### Cell density map, run 1

The die is cut into 7 by 7 equal tiles; white is low, dark blue is high, 0 to 100% covered.
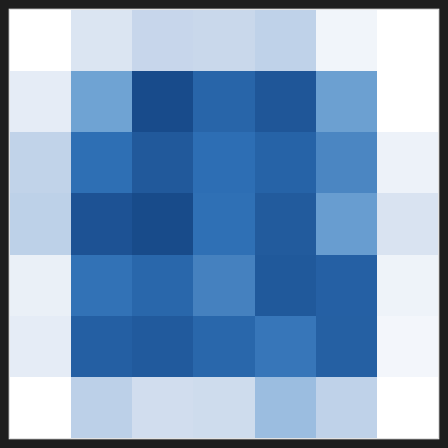
### Port wiring, run 1

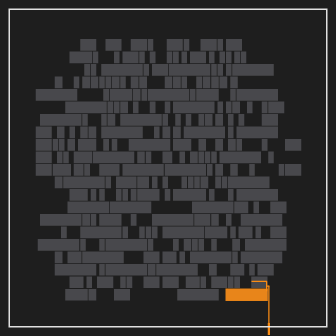
### Routing congestion map, run 1

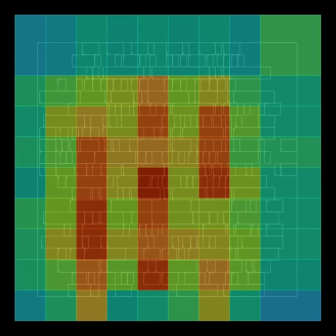
==> config.mk <==
export PLATFORM = sky130hd
export DESIGN_NAME = serial_adder_flat
export DESIGN_NICKNAME = d
export VERILOG_FILES = /design/src/rtl/serial_adder_if.sv /design/src/rtl/serial_adder.sv /design/src/flat_wrapper.sv
export SDC_FILE = /design/constraint.sdc
export NUM_CORES = 1
export LEC_CHECK = 0
export ABC_AREA = 1
export CAP_MARGIN = 10
export CORE_MARGIN = 5
export CORE_UTILIZATION = 54
export CTS_BUF_LIST = sky130_fd_sc_hd__clkbuf_8 sky130_fd_sc_hd__clkbuf_16
export DETAILED_ROUTE_END_ITERATION = 12
export PLACE_DENSITY = 0.81
export REMOVE_ABC_BUFFERS = 1
export SLEW_MARGIN = 10
export SYNTH_ARGS = -nofsm -noshare
export SYNTH_HDL_FRONTEND = slang
export SYNTH_SLANG_ARGS = --single-unit
==> constraint.sdc <==
create_clock -name clk -period 2.8 [get_ports clk]
set_clock_uncertainty 0.2 [all_clocks]
set_input_delay 0.42 -clock clk [delete_from_list [all_inputs] [get_ports clk]]
set_output_delay 0.42 -clock clk [all_outputs]
set_load 0.005 [all_outputs]
==> run summary, run 1 <==
ClkCell Share: 4.29%
Pwr/cell area: 1100 mW/mm^2
Pre-antenna DRT Iters: 4
Post-place setup slack: 1.03 ns
Logic share of the area: 28.5%
Global-route wire length before repair: 5.71 mm
CP max FO: 2
Final hold violations: 0
Slew margin rel.: 42.1%
Mapped Cells: 219
Max frequency: 0.560 GHz
Drc violations: 0
Run status: complete, no violations
Pint: 0.00152 W
GP Congestion: 0.810
# Taps: 46
Num CTS Buffers: 5
Mux cell area share after synthesis: 0%
FF-to-FF path depth: 6
CTS tree: done
Xor/xnor share: 0%
Clock transition at path regs: 0.07 ns
Clock buffers: 7
Finish-stage setup viols: 0
Logic area: 641 sq um
Die span in x: 68.8 um
Layout cell share with drive strength beyond 1: 9.72%
Drt total wl: 3.30 mm
Seq pwr share: 40.6%
Yosys stat cell total: 219
DP Area: 0.00215 sq mm
Main logic family: simple AND/OR/NAND/NOR gates
Tool Warnings: 25
Sw frac: 38.7%
Root Buffer: clkbuf_8
Fin nets: 269
Critical path depth: 1
HPWL Detailed: 2.23 mm
Largest net degree at the start of global routing: 41
# placed instances: 286
Register area: 0.00100 sq mm
Crit path time final: 1.78 ns
H-tree depth: 2
Cts hold-fix bufs: 0
Post-synth area from yosys stat: 0.00187 sq mm
Most frequent cells in the layout: nand2_1, dfrtp_1, inv_1, nand3_1, clkdlybuf4s50_1
Avg Inst Size Synth: 8.52 sq um
Post-route ant nets: 0
Flop count: 40
Post-CTS sizing: 0
Buffering overhead: 13.0%
Yosys aoi share: 6.50%
Chip footprint: 0.00473 sq mm
Area Overhead vs Synth: 20.4%
Seq power: 0.00101 W
RSZ-0062 raised after global routing: no
CP delay by family, top: buffers and inverters
Core Rows: 21
Post-synth regs: 40
Vias in the first global route: 1270
NetSw: 0.000959 W
Post-synthesis cell area: 0.00187 sq mm
Setup WS post-layout: 1.02 ns
Antenna violations before repair: 0
Commonest Layout Cell: nand2_1
Vias: 1377
Mi-comb count: 129
Initial DRC count: 137
Netlist cell types: 18
Inverters: 41
Vias per cell: 4.70
Non-clock buffers: 30
Peak VDD IR: 516 uV
Crit path launch type: flip-flop
Critical-path top delay cell: clkdlybuf4s50_1
Top cell category: sequential cells
Latency at later pin: 0.29 ns
Postcts setup bufs: 0
Flop share of the area: 44.5%
-- 'Cell density map' (at the start) --
tiles over 75% full: 31%
densest ninth of the die: centre
fullest tile: 89%
Placeable Area: 0.00334 sq mm
Final Util: 67.3%
fp_density: 55.9%

-- 'Port wiring' (at the start) --
legend:
  orange:
    port: `bus_done`
    bits: 1
    direction: output
    edge: south
    end_cells: 1
    buffers: 1
    wire: 14.0 um
port buffer count: 29
Top Ports: 30

-- 'Routing congestion map' (at the start) --
GRT met3 Usage: 4.38%
GRT Resource Usage Total: 16.4%
grt met2 use: 26.5%

run 1: synth_stat cells:
cell type  number  share of area [%]
buf_4           1               0.40
ha_1            2                1.3
o21ai_2         7                3.3
nand2_1        73                 15
nor2_1          1               0.20
o21ai_0        11                2.9
inv_1          38                7.6
nor2_4          1               0.60
fa_1            1                1.1
inv_2           1               0.20
nand3_1        28                7.5
clkbuf_2        1               0.27
a21oi_1         1               0.27
buf_6           3                1.8
dfrtp_1        40                 54
buf_2           4                1.1
nand2_4         4                2.4
inv_4           2               0.67
run 1: routing by layer:
layer | vias up | GRT usage (%) | share of wire [%]
met5 | - | 0 | 0
met4 | 0 | 6.57 | 1.7
met3 | 5 | 4.38 | 3.5
met2 | 23 | 26.5 | 46
met1 | 634 | 21.0 | 48
li1 | 715 | - | -
### M1 wires, run 1

Supply wires on this layer in grey.
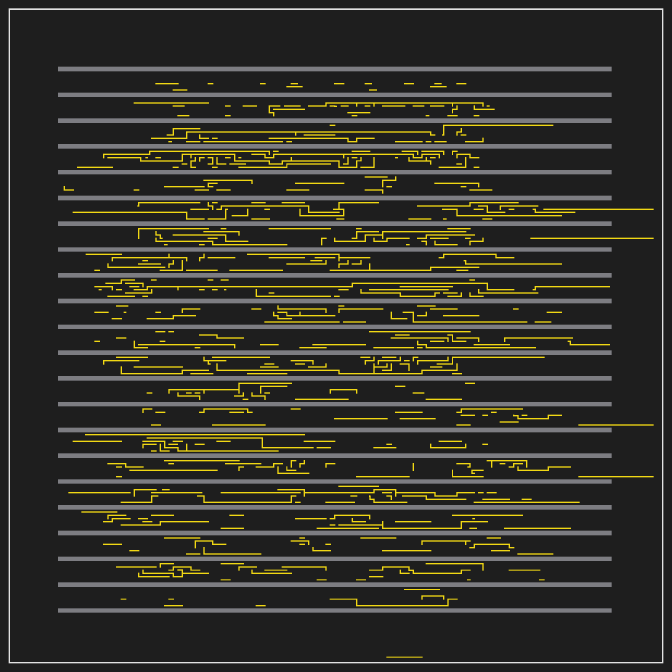

==> inputs of run 2 (changes only) <==
Settings changed: CORE_UTILIZATION 54 to 47, PLACE_DENSITY 0.81 to 0.75.
Clock period 2.8 ns to 1.55 ns, I/O delays scaled along.
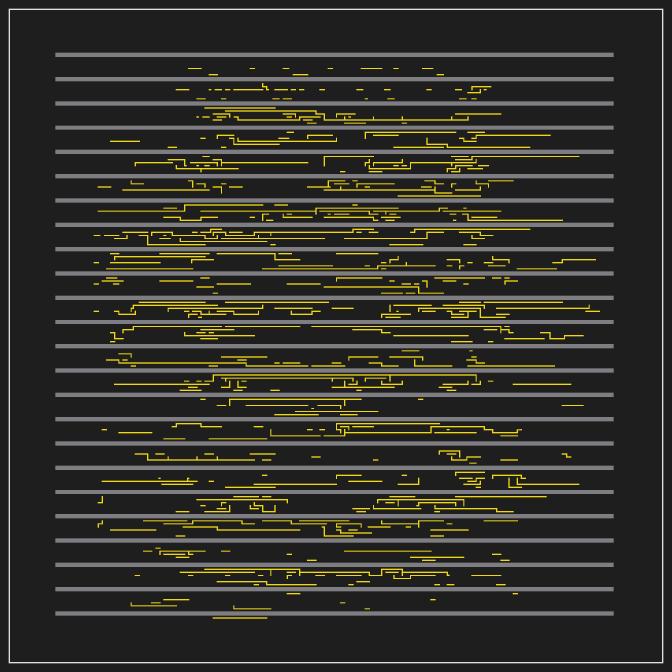
*M1 wires, run 2*
Supply wires on this layer in grey.
main direction: horizontal
longest straight run: 29.4 um
drt total wl: 3.37 mm
met1 Track Usage GR: 18.9%
vias: 1427

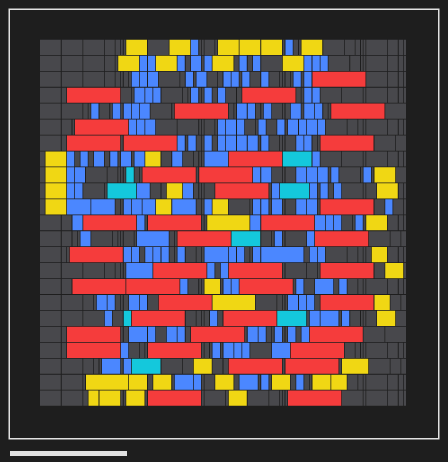
*Cell classes on the final placement, run 2*
Bar = 20 um. Fill, decap, tap and diode cells in grey.
legend:
  cyan:
    class: clock drivers and dummy loads
    cells: 8
  blue:
    class: combinational and other logic
    cells: 170
  red:
    class: flops
    cells: 40
  yellow:
    class: other buffers and delay cells
    cells: 41
Final Util: 60.3%
Placeable Area: 0.00391 sq mm
Final Cell Area: 0.00236 sq mm

==> run summary, run 2 <==
Yosys aoi share: 6.50% (unchanged)
Vias in the first global route: 1348 (+6.1%)
Largest net degree at the start of global routing: 41 (unchanged)
Post-synth ARST share: 100% (unchanged)
Num CTS Buffers: 5 (unchanged)
Buf+Inv Stages, Crit Path: 1
Core Rows: 23 (+9.5%)
Crit path time final: 1.43 ns
DR WL met2: 1.63 mm (+6.6%)
Vias per cell: 4.62 (-1.7%)
Seq power: 0.00180 W (+78%)
Post-synth area from yosys stat: 0.00187 sq mm (unchanged)
FF-to-FF path depth: 6 (unchanged)
Initial DRC count: 89 (-35%)
Post-synth regs: 40 (unchanged)
Global-route wire length before repair: 5.98 mm (+4.7%)
CTS tree: done
Fp_density: 47.7% (-8.2 points)
Final hold violations: 0 (unchanged)
# fillers: 359
HPWL Detailed: 2.42 mm (+8.2%)
Most frequent cells in the layout: nand2_1, inv_1, dfrtp_1, nand3_1, clkdlybuf4s50_1
Run status: complete, no violations
RSZ-0062 raised after global routing: no
# placed instances: 297 (+3.8%)
Commonest cells post-synth: nand2_1, dfrtp_1, inv_1, nand3_1, o21ai_0
GP Congestion: 0.766 (-5.4%)
CP delay by family, top: adder cells
Post-synth top area cell: dfrtp_1
Register area: 0.00100 sq mm (unchanged)
Slew margin rel.: 85.7% (+44 points)
DP Area: 0.00225 sq mm (+4.4%)
Seq pwr share: 39.3% (-1.3 points)
Root Buffer: clkbuf_8
Peak VDD IR: 1450 uV (+180%)
DR WL met3: 126 um (+8.6%)
NetSw: 0.00178 W (+85%)
Post-synthesis cell area: 0.00187 sq mm (unchanged)
Commonest Layout Cell: nand2_1
Grt met2 use: 23.6% (-2.8 points)
Layout cell share with drive strength beyond 1: 13.1% (+3.4 points)
Post-route ant nets: 0 (unchanged)
Critical path depth: 6 (+5)
Top Ports: 30 (unchanged)
Wire per inst: 10.9 um
GRT Resource Usage Total: 14.8% (-1.6 points)
Drc violations: 0 (unchanged)
Highest routed metal layer: met4
Chip footprint: 0.00533 sq mm (+13%)
Die span in x: 73.0 um (+6.1%)
WS Path Type: reg -> reg
Yosys stat cell total: 219 (unchanged)
Pint: 0.00280 W (+84%)
Number of flops mapped to enable cells by yosys: 0 (unchanged)
Pre-antenna DRT Iters: 4 (unchanged)
Netlist cell types: 18 (unchanged)
Top cells by area: dfrtp_1, nand2_1, inv_1
Area Overhead vs Synth: 26.5%
H-tree depth: 2 (unchanged)
Xor/xnor share: 0% (unchanged)
Inserted Diodes: 0
Port buffer count: 29 (unchanged)
CP max FO: 6 (+4)
Critical path's largest stage delay: 0.41 ns
Logic area: 643 sq um (+0.39%)
Area leader share: 53.6% (unchanged)
Sw frac: 38.8% (+0.14 points)
Worst min-delay path class: in -> async
Mapped Cells: 219 (unchanged)
Latency at later pin: 0.29 ns (about the same)
Count leader, synth: nand2_1
Crit path launch type: flip-flop
Avg Inst Size Synth: 8.52 sq um (unchanged)
Finish-stage setup viols: 0 (unchanged)
Post-place setup slack: 0.0440 ns (-0.985 ns)
Setup WS post-layout: 0.119 ns (-0.896 ns)
Clock transition at path regs: 0.07 ns (about the same)
Mux cell area share after synthesis: 0% (unchanged)
Tool Warnings: 25 (unchanged)
GRT met3 Usage: 3.86% (-0.52 points)
Met1 WL: 1.58 mm (-0.75%)
Ys flop type: dfrtp_1
Pwr/cell area: 1940 mW/mm^2 (+76%)
Max frequency: 0.699 GHz
Antenna violations before repair: 0 (unchanged)
Post-Layout Cell Count: 309
Fin nets: 280 (+4.1%)
Main logic family: simple AND/OR/NAND/NOR gates
Critical-path top delay cell: dfrtp_1
Grt peak-use layer: met2
==> run 2: cell counts after synthesis <==
No cell type changed its count.
==> run 2: area by class of cell <==
| type | instances | area share, % |
|---|---|---|
| multi-input cells | 129 | 27.2 |
| clock buffers | 6 | 3.50 |
| repair buffers | 41 | 17.2 |
| well taps | 50 | 2.65 |
| inverters | 41 | 6.73 |
| flip-flops and latches | 40 | 42.4 |
| clock inverters | 2 | 0.318 |
==> run 2: repair_timing <==
| item | in CTS | in global routing |
|---|---|---|
| resized | 10 | 2 |
| setup buffers | 3 | 0 |
| hold buffers | 1 | 0 |
| setup endpoints to repair | 10 | 4 |
| hold endpoints to repair | 40 | 0 |
Power figures rest on the tool's default switching activity, not on a simulated workload.
